File: src/rtl/usb_ls_rx_seq.sv
// Low-speed USB receive sequencer: NRZI decode, SYNC detect, bit unstuffing,
// byte assembly and EOP/error sequencing. All state advances on rx_strobe.

package types;
  // Line state as {D+, D-}; low-speed J idles with D- high.
  typedef enum logic [1:0] {
    LS_SE0 = 2'b00,
    LS_J   = 2'b01,
    LS_K   = 2'b10,
    LS_SE1 = 2'b11
  } d_port_t;
endpackage

module usb_ls_rx_seq #(
  parameter int SYNC_ZEROS_MIN = 5,
  parameter int STUFF_LEN      = 6,
  parameter int IDLE_BITS      = 7
) (
  input  logic          clk,
  input  logic          reset,
  input  logic          enable,
  input  types::d_port_t rx_q,
  input  logic          rx_strobe,
  output logic [7:0]    rx_data,
  output logic          rx_valid,
  output logic          rx_active,
  output logic          rx_error
);
  import types::*;

  localparam int ONES_W = $clog2(STUFF_LEN + 1);
  localparam int IDLE_W = $clog2(IDLE_BITS + 1);

  localparam logic [2:0]        SYNC_MIN  = 3'(SYNC_ZEROS_MIN);
  localparam logic [ONES_W-1:0] STUFF_AT  = ONES_W'(STUFF_LEN);
  localparam logic [IDLE_W-1:0] IDLE_LAST = IDLE_W'(IDLE_BITS - 1);

  typedef enum logic [2:0] {
    ST_IDLE,
    ST_SYNC,
    ST_DATA,
    ST_EOP,
    ST_ERROR
  } state_t;

  state_t              state_q;
  d_port_t             prev_q;
  logic [2:0]          zero_cnt_q;
  logic [ONES_W-1:0]   ones_cnt_q;
  logic [2:0]          bit_cnt_q;
  logic [7:0]          shift_q;
  logic [1:0]          se0_cnt_q;
  logic [IDLE_W-1:0]   j_cnt_q;
  logic [7:0]          data_q;
  logic                valid_q;
  logic                active_q;
  logic                error_q;

  logic                is_jk_d;
  d_port_t             prev_eff_d;
  logic                dec_bit_d;
  logic [7:0]          byte_d;

  // NRZI decode; in IDLE the reference is J so a leading K reads as 0.
  always_comb begin
    is_jk_d    = (rx_q == LS_J) || (rx_q == LS_K);
    prev_eff_d = (state_q == ST_IDLE) ? LS_J : prev_q;
    dec_bit_d  = (rx_q == prev_eff_d);
    byte_d     = {dec_bit_d, shift_q[7:1]};
  end

  // Receive FSM with registered outputs; pulses clear every cycle by default.
  always_ff @(posedge clk) begin
    if (reset) begin
      state_q    <= ST_IDLE;
      prev_q     <= LS_J;
      zero_cnt_q <= '0;
      ones_cnt_q <= '0;
      bit_cnt_q  <= '0;
      shift_q    <= '0;
      se0_cnt_q  <= '0;
      j_cnt_q    <= '0;
      data_q     <= '0;
      valid_q    <= 1'b0;
      active_q   <= 1'b0;
      error_q    <= 1'b0;
    end else if (!enable) begin
      state_q    <= ST_IDLE;
      prev_q     <= LS_J;
      zero_cnt_q <= '0;
      ones_cnt_q <= '0;
      bit_cnt_q  <= '0;
      se0_cnt_q  <= '0;
      j_cnt_q    <= '0;
      valid_q    <= 1'b0;
      active_q   <= 1'b0;
      error_q    <= 1'b0;
    end else begin
      valid_q <= 1'b0;
      error_q <= 1'b0;
      if (rx_strobe) begin
        if (is_jk_d) begin
          prev_q <= rx_q;
        end
        if ((rx_q == LS_SE1) && (state_q != ST_IDLE)) begin
          // Illegal line state: flag once on entry, restart the idle count.
          if (state_q != ST_ERROR) begin
            error_q <= 1'b1;
          end
          state_q <= ST_ERROR;
          j_cnt_q <= '0;
        end else begin
          case (state_q)
            ST_IDLE: begin
              if (rx_q == LS_K) begin
                state_q    <= ST_SYNC;
                zero_cnt_q <= 3'd1;
              end
            end
            ST_SYNC: begin
              if (rx_q == LS_SE0) begin
                state_q <= ST_ERROR;
                error_q <= 1'b1;
                j_cnt_q <= '0;
              end else if (!dec_bit_d) begin
                if (zero_cnt_q != 3'd7) begin
                  zero_cnt_q <= zero_cnt_q + 3'd1;
                end
              end else if (zero_cnt_q >= SYNC_MIN) begin
                state_q    <= ST_DATA;
                active_q   <= 1'b1;
                ones_cnt_q <= '0;
                bit_cnt_q  <= '0;
              end else begin
                state_q <= ST_ERROR;
                error_q <= 1'b1;
                j_cnt_q <= '0;
              end
            end
            ST_DATA: begin
              if (rx_q == LS_SE0) begin
                // End of packet; an unfinished byte is dropped and flagged.
                state_q   <= ST_EOP;
                se0_cnt_q <= 2'd1;
                if (bit_cnt_q != 3'd0) begin
                  error_q <= 1'b1;
                end
              end else if (ones_cnt_q == STUFF_AT) begin
                if (dec_bit_d) begin
                  state_q <= ST_ERROR;
                  error_q <= 1'b1;
                  j_cnt_q <= '0;
                end else begin
                  ones_cnt_q <= '0;
                end
              end else begin
                shift_q    <= byte_d;
                ones_cnt_q <= dec_bit_d ? ones_cnt_q + 1'b1 : '0;
                bit_cnt_q  <= bit_cnt_q + 3'd1;
                if (bit_cnt_q == 3'd7) begin
                  data_q  <= byte_d;
                  valid_q <= 1'b1;
                end
              end
            end
            ST_EOP: begin
              if (rx_q == LS_SE0) begin
                if (se0_cnt_q != 2'd3) begin
                  se0_cnt_q <= se0_cnt_q + 2'd1;
                end
              end else if (rx_q == LS_J) begin
                state_q   <= ST_IDLE;
                active_q  <= 1'b0;
                se0_cnt_q <= '0;
              end else begin
                state_q <= ST_ERROR;
                error_q <= 1'b1;
                j_cnt_q <= '0;
              end
            end
            ST_ERROR: begin
              if (rx_q == LS_J) begin
                if (j_cnt_q == IDLE_LAST) begin
                  state_q  <= ST_IDLE;
                  active_q <= 1'b0;
                  prev_q   <= LS_J;
                  j_cnt_q  <= '0;
                end else begin
                  j_cnt_q <= j_cnt_q + 1'b1;
                end
              end else begin
                j_cnt_q <= '0;
              end
            end
            default: begin
              state_q <= ST_IDLE;
            end
          endcase
        end
      end
    end
  end

  assign rx_data   = data_q;
  assign rx_valid  = valid_q;
  assign rx_active = active_q;
  assign rx_error  = error_q;

endmodule

File: config.mk
export PLATFORM = sky130hd
export DESIGN_NAME = usb_ls_rx_seq
export DESIGN_NICKNAME = d
export VERILOG_FILES = /design/src/rtl/usb_ls_rx_seq.sv
export SDC_FILE = /design/constraint.sdc
export NUM_CORES = 1
export LEC_CHECK = 0
export CAP_MARGIN = 20
export CORE_ASPECT_RATIO = 1.5
export CORE_MARGIN = 2
export CORE_UTILIZATION = 35
export DETAILED_ROUTE_END_ITERATION = 8
export PLACE_DENSITY = 0.62
export SLEW_MARGIN = 20
export SYNTH_ARGS = -nofsm -noshare
export SYNTH_HDL_FRONTEND = slang
export SYNTH_SLANG_ARGS = --single-unit
File: constraint.sdc
create_clock -name clk -period 3.3 [get_ports clk]
set_input_delay 0.66 -clock clk [delete_from_list [all_inputs] [get_ports clk]]
set_output_delay 0.66 -clock clk [all_outputs]
set_load 0.01 [all_outputs]
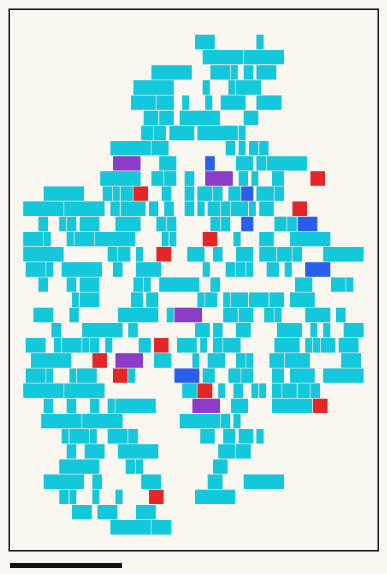
run_1/drive_strength.png
The bar under the picture is 20 microns long.
[red] drive 3 to 4 | cells: 11
[cyan] drive 1 or less | cells: 245
[blue] drive 2 | cells: 6
[purple] drive 6 and up | cells: 5

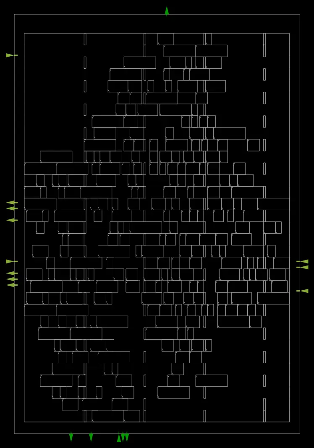
run_1/final_placement.png
number of cell rows: 33
total core area: 5490 sq um
sequential share of cell area: 29.7%
Filler Cell Count: 594
core occupancy in the finished layout: 42.9%

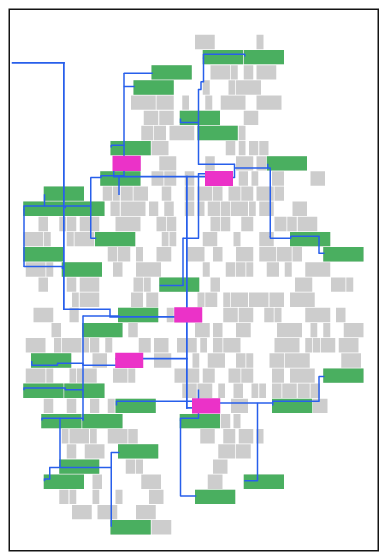
run_1/clock_map.png
[blue] clock wires | length: 531 microns
[magenta] cells driving clock nets | count: 5
[green] flip-flops | count: 35
flops lie: all over the die
routed clock nets: 6

==> summary.rpt, run 1 <==
RUN METRICS
----------------------------------------------------
[Power]
  Fraction of power consumed by the clock network ........................ 38.8%
  Combinational cell fraction of total power ........................ 8.1%
  Post-route total power ........................ 0.000800 W
  Worst VDD drop ........................ 0.197 mV

[Job]
  Count of max-cap constraint violations ........................ 0
  Tool Warnings ........................ 34

[Drt]
  Remaining number of nets flagged by the antenna check after routing ........................ 0
  Average detailed-routed wire length per instance ........................ 14.2 microns
  Post-DR vias/cell ........................ 5.49

[Global route]
  Antenna violations before repair ........................ 0
  Global router's overall resource usage ........................ 16.0%

[Final timing]
  Final total negative setup slack ........................ 0 ps
  Setup repair after global routing missed its margin ........................ no
  Final slew viol count ........................ 0
  Number of hold violations in the final report ........................ 0
  Maximum achievable frequency ........................ 358 MHz
  Final worst path period need ........................ 2790 ps

[Logic synthesis]
  Chip area from the yosys synthesis statistics ........................ 2010 sq um
  Logic family by area ........................ simple AND/OR/NAND/NOR gates
  Net Count, Synth ........................ 268
  Library cell occupying the most area in the post-synthesis netlist ........................ sky130_fd_sc_hd__dfxtp_1
  Total number of yosys warnings ........................ 0
  Compound-Gate Fraction of Synth Area ........................ 22.8%
  Commonest cells in the netlist ........................ sky130_fd_sc_hd__dfxtp_1, sky130_fd_sc_hd__a21oi_1, sky130_fd_sc_hd__nand2_1
  Tally of unique sky130hd cells used after synthesis ........................ 49
  Top area cells in the synthesized netlist ........................ sky130_fd_sc_hd__dfxtp_1, sky130_fd_sc_hd__ha_1, sky130_fd_sc_hd__a21oi_1
  Adder-cell share of the synthesized area ........................ 8.71%
  Top area contributor share ........................ 34.8%

[Critical path]
  Reg2Reg Depth ........................ 8
  Biggest fanout along the worst timing path ........................ 6
  Cells traversed along the worst timing path ........................ clkdlybuf4s50_1 -> inv_1 -> ha_1 -> a21oi_1 -> o21ai_0 -> a211o_1 -> or2_1 -> o31ai_1
  Worst Path Arrival ........................ 2990 ps
  Maximum cell stage delay along the critical path ........................ 580 ps

[Cells and area]
  Number of antenna repair diodes ........................ 0
  Final nets ........................ 286
  Ratio of cells with drive above 1 in the final layout ........................ 8.24%
  Commonest non-fill, non-tap cells in the layout ........................ sky130_fd_sc_hd__dfxtp_1, sky130_fd_sc_hd__a21oi_1, sky130_fd_sc_hd__nand2_1

[Clock network]
  Post-cts hold-fix buffer tally ........................ 0
  Number of buffers created by CTS ........................ 5
  H-tree levels ........................ 2
  Post-CTS repair timing setup buffer count ........................ 0
  Quantity of gates resized following cts ........................ 0
  Clk sinks ........................ 35

[Status]
  Outcome ........................ complete, no violations

[Min path]
  Depth of the worst hold-timing path ........................ 2

[Die]
  IO Pins ........................ 17
  Horizontal die dimension ........................ 65.9 microns

[Placement]
  Total half-perimeter wirelength after legalization and detailed placement ........................ 3470 microns

----------------------------------------------------
[run 1: worst reg2reg max path: cells and delay by family (launching register included)]
family | cells | cell delay, ps
compound gates | 5 | 1430
fa+ha+maj | 1 | 170
buf+inv | 1 | 60
flops | 1 | 380
simple gates | 1 | 240
[run 1: worst paths after layout]
check | to | slack (ps) | start
setup / recovery | ones_cnt_q[0] | 510 | rx_q[0]
hold / removal | rx_data[0] | 450 | rx_data[0]
setup reg to reg | j_cnt_q[1] | 920 | zero_cnt_q[1]
hold reg to reg | rx_data[0] | 450 | rx_data[0]
[run 1: power by group through the flow]
stage	clock, W	combinational [W]	sequential, W
6_report	0.000310	0.0000645	0.000425
4_1_cts	0.000321	0.0000639	0.000425
5_1_grt	0.000345	0.0000708	0.000425
2_1_floorplan	0	0.0000392	0.000434
3_5_place_dp	0	0.0000634	0.000435
3_3_place_gp	0	0.0000637	0.000435
[run 1: routing by layer]
layer,GRT usage (%),vias up,share of wire [%]
met5,0,-,0
met4,6.09,0,2.1
met3,3.37,8,4.3
met2,27.8,42,52
met1,18.6,878,42
li1,-,922,-
[run 1: metrics by stage]
step / std cells / hold slack, ps
4_1_cts: 337 / 460
3_3_place_gp: 329 / 445
6_report: 337 / 454
5_1_grt: 337 / 474
2_1_floorplan: 248 / 443
3_5_place_dp: 329 / 450
[run 1: cell type report]
type                       count  area, sq um
timing repair buffer          26          235
multi-input combinational    188         1210
clock inverter                 2         12.5
sequential                    35          701
inverter                      10         37.5
clock buffer                   6         72.6
tap                           70         87.6
fill                         594         3140
[run 1: state kept, by name, summed over array words and instances, names as in the netlist]
name and cells:
rx_data 8, rx_error 1, j_cnt_q 3, state_q 3
rx_active 1, prev_q 2, shift_q 7, bit_cnt_q 3
rx_valid 1, zero_cnt_q 3, ones_cnt_q 3
==> run 2, diff against run 1 <==
- clock period: 3.3 -> 2.9 ns (I/O delays scaled with it)
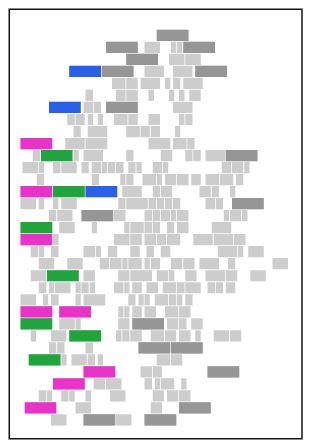
run_2/registers.png
Other sequential cells in the stronger grey, the rest of the logic in the fainter grey.
[blue] bit_cnt_q | placed flops: 3
[green] shift_q | placed flops: 7
[magenta] rx_data | placed flops: 8
not coloured: 17

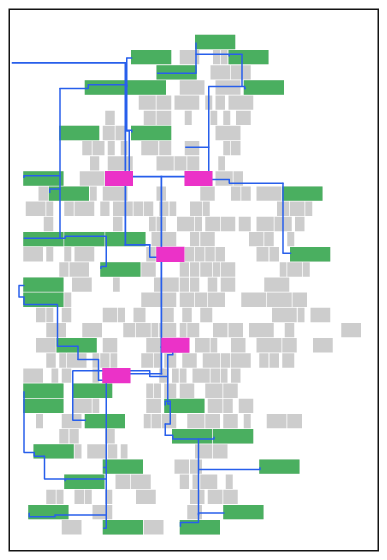
run_2/clock_map.png
[magenta] cells driving clock nets | count: 5
[blue] clock wires | length: 511 microns
[green] flip-flops | count: 35
routed clock nets: 6

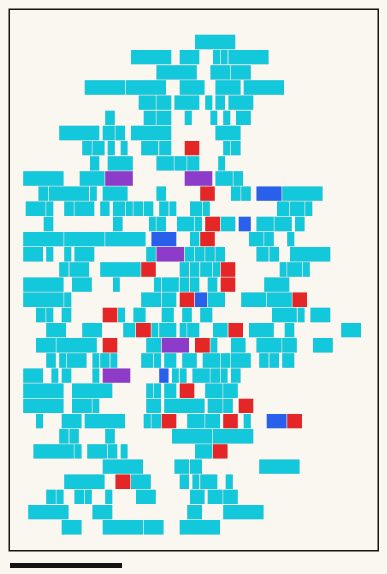
run_2/drive_strength.png
The bar under the picture is 20 microns long.
[blue] drive 2 | cells: 6
[red] drive 3 to 4 | cells: 21
[purple] drive 6 and up | cells: 5
[cyan] drive 1 or less | cells: 245

==> summary.rpt, run 2 <==
RUN METRICS
----------------------------------------------------
[Die]
  Horizontal die dimension ........................ 65.9 microns (unchanged)
  Number of cell rows ........................ 33 (unchanged)
  IO Pins ........................ 17 (unchanged)

[Drt]
  Max layer used ........................ met4 (unchanged)
  Post-DR vias/cell ........................ 5.37 (was 5.49)
  Met3 wire length ........................ 178 microns (was 205 microns)
  Metal1 wirelength ........................ 2100 microns (was 2010 microns)
  Average detailed-routed wire length per instance ........................ 13.8 microns (was 14.2 microns)
  Met2 WL post-DR ........................ 2450 microns (was 2460 microns)

[Logic synthesis]
  Chip area from the yosys synthesis statistics ........................ 2010 sq um (unchanged)
  Commonest cells in the netlist ........................ sky130_fd_sc_hd__dfxtp_1, sky130_fd_sc_hd__a21oi_1, sky130_fd_sc_hd__nand2_1 (unchanged)
  Total number of yosys warnings ........................ 0 (unchanged)
  Top area cells in the synthesized netlist ........................ sky130_fd_sc_hd__dfxtp_1, sky130_fd_sc_hd__ha_1, sky130_fd_sc_hd__a21oi_1 (unchanged)
  Top area contributor share ........................ 34.8% (unchanged)
  Tally of unique sky130hd cells used after synthesis ........................ 49 (unchanged)
  Net Count, Synth ........................ 268 (unchanged)
  Library cell occupying the most area in the post-synthesis netlist ........................ sky130_fd_sc_hd__dfxtp_1 (unchanged)

[Cells and area]
  Ratio of cells with drive above 1 in the final layout ........................ 11.6% (was 8.24%)
  Commonest non-fill, non-tap cells in the layout ........................ sky130_fd_sc_hd__dfxtp_1, sky130_fd_sc_hd__a21oi_1, sky130_fd_sc_hd__nand2_1 (unchanged)
  Number of standard cells in the final layout excluding fillers ........................ 347 (was 337)
  Filler Cell Count ........................ 542 (was 594)

[Critical path]
  Worst Path Arrival ........................ 2810 ps (was 2990 ps)
  Maximum cell stage delay along the critical path ........................ 580 ps (about the same)
  Reg2Reg Depth ........................ 6 (was 8)
  Biggest fanout along the worst timing path ........................ 6 (unchanged)
  Reg-to-reg endpoint ........................ rx_error (was j_cnt_q[1])
  Setup slack on the worst flop-to-flop path ........................ 620 ps (was 920 ps)

[Job]
  Count of max-cap constraint violations ........................ 0 (unchanged)
  Tool Warnings ........................ 34 (unchanged)

[Global route]
  Met2 demand-to-capacity share in global routing ........................ 27.0% (was 27.8%)
  Antenna violations before repair ........................ 0 (unchanged)
  Grt peak-use layer ........................ met2 (unchanged)
  Global router's overall resource usage ........................ 15.8% (was 16.0%)

[Final timing]
  Final slew viol count ........................ 0 (unchanged)
  Setup repair after global routing missed its margin ........................ no (unchanged)
  Number of hold violations in the final report ........................ 0 (unchanged)
  Final worst path period need ........................ 2610 ps
  Final total negative setup slack ........................ 0 ps (unchanged)
  Maximum achievable frequency ........................ 383 MHz

[Status]
  Outcome ........................ complete, no violations (unchanged)

[Clock network]
  Quantity of gates resized following cts ........................ 0 (unchanged)
  H-tree levels ........................ 2 (unchanged)

[Placement]
  Placed Cells incl. Taps ........................ 339 (was 329)

[Min path]
  Hold Path End ........................ rx_data[2] (was rx_data[0])
  Startpoint of the worst hold path ........................ rx_data[2] (was rx_data[0])

----------------------------------------------------
run 2: netlist changes by cell type in the layout (fill, tap and decap cells not counted):
cell                    change
sky130_fd_sc_hd__buf_4     +10
run 2: logic make-up after synthesis:
| kind of cell | after synthesis | share of synthesized area (%) |
|---|---|---|
| compound gates | 70 | 22.8 |
| xor+xnor | 1 | 0.435 |
| fa+ha+maj | 14 | 8.71 |
| buf+inv | 25 | 5.04 |
| flops | 35 | 34.8 |
| mux | 10 | 4.98 |
| simple gates | 93 | 23.3 |
run 2: power by group:
part	leakage (nW)	internal, W	total, W	switching (W)
clock	0.0412	0.000168	0.000351	0.000183
sequential	0.282	0.000482	0.000483	0.00000144
combinational	0.569	0.0000321	0.0000798	0.0000477
total	0.892	0.000682	0.000914	0.000232
run 2: metrics by stage:
stage	worst slack (ps)	total power [W]	hold slack, ps
3_3_place_gp	121	0.000573	445
2_1_floorplan	679	0.000539	443
6_report	286	0.000914	456
5_1_grt	125	0.000953	480
3_5_place_dp	19.5	0.000573	449
4_1_cts	308	0.000924	460
run 2: how the worst max path moves through the flow:
stage,cells after the start,start,to,slack [ps]
6_report,10,rx_q[0],state_q[0],290
4_1_cts,10,rx_q[0],state_q[0],310
3_3_place_gp,10,rx_q[0],state_q[0],120
3_5_place_dp,10,rx_q[0],state_q[0],20
2_1_floorplan,8,rx_q[0],ones_cnt_q[1],680
5_1_grt,10,rx_q[0],state_q[0],130
run 2: cell type report:
| class | instances | area, sq um | share of cell area (%) |
|---|---|---|---|
| inverter | 10 | 37.5 | 1.54 |
| tap | 70 | 87.6 | 3.60 |
| timing repair buffer | 36 | 310 | 12.8 |
| clock buffer | 6 | 72.6 | 2.99 |
| sequential | 35 | 701 | 28.8 |
| multi-input combinational | 188 | 1210 | 49.8 |
| clock inverter | 2 | 12.5 | 0.515 |
No activity file was given, so power comes from the tool's default toggle rates.
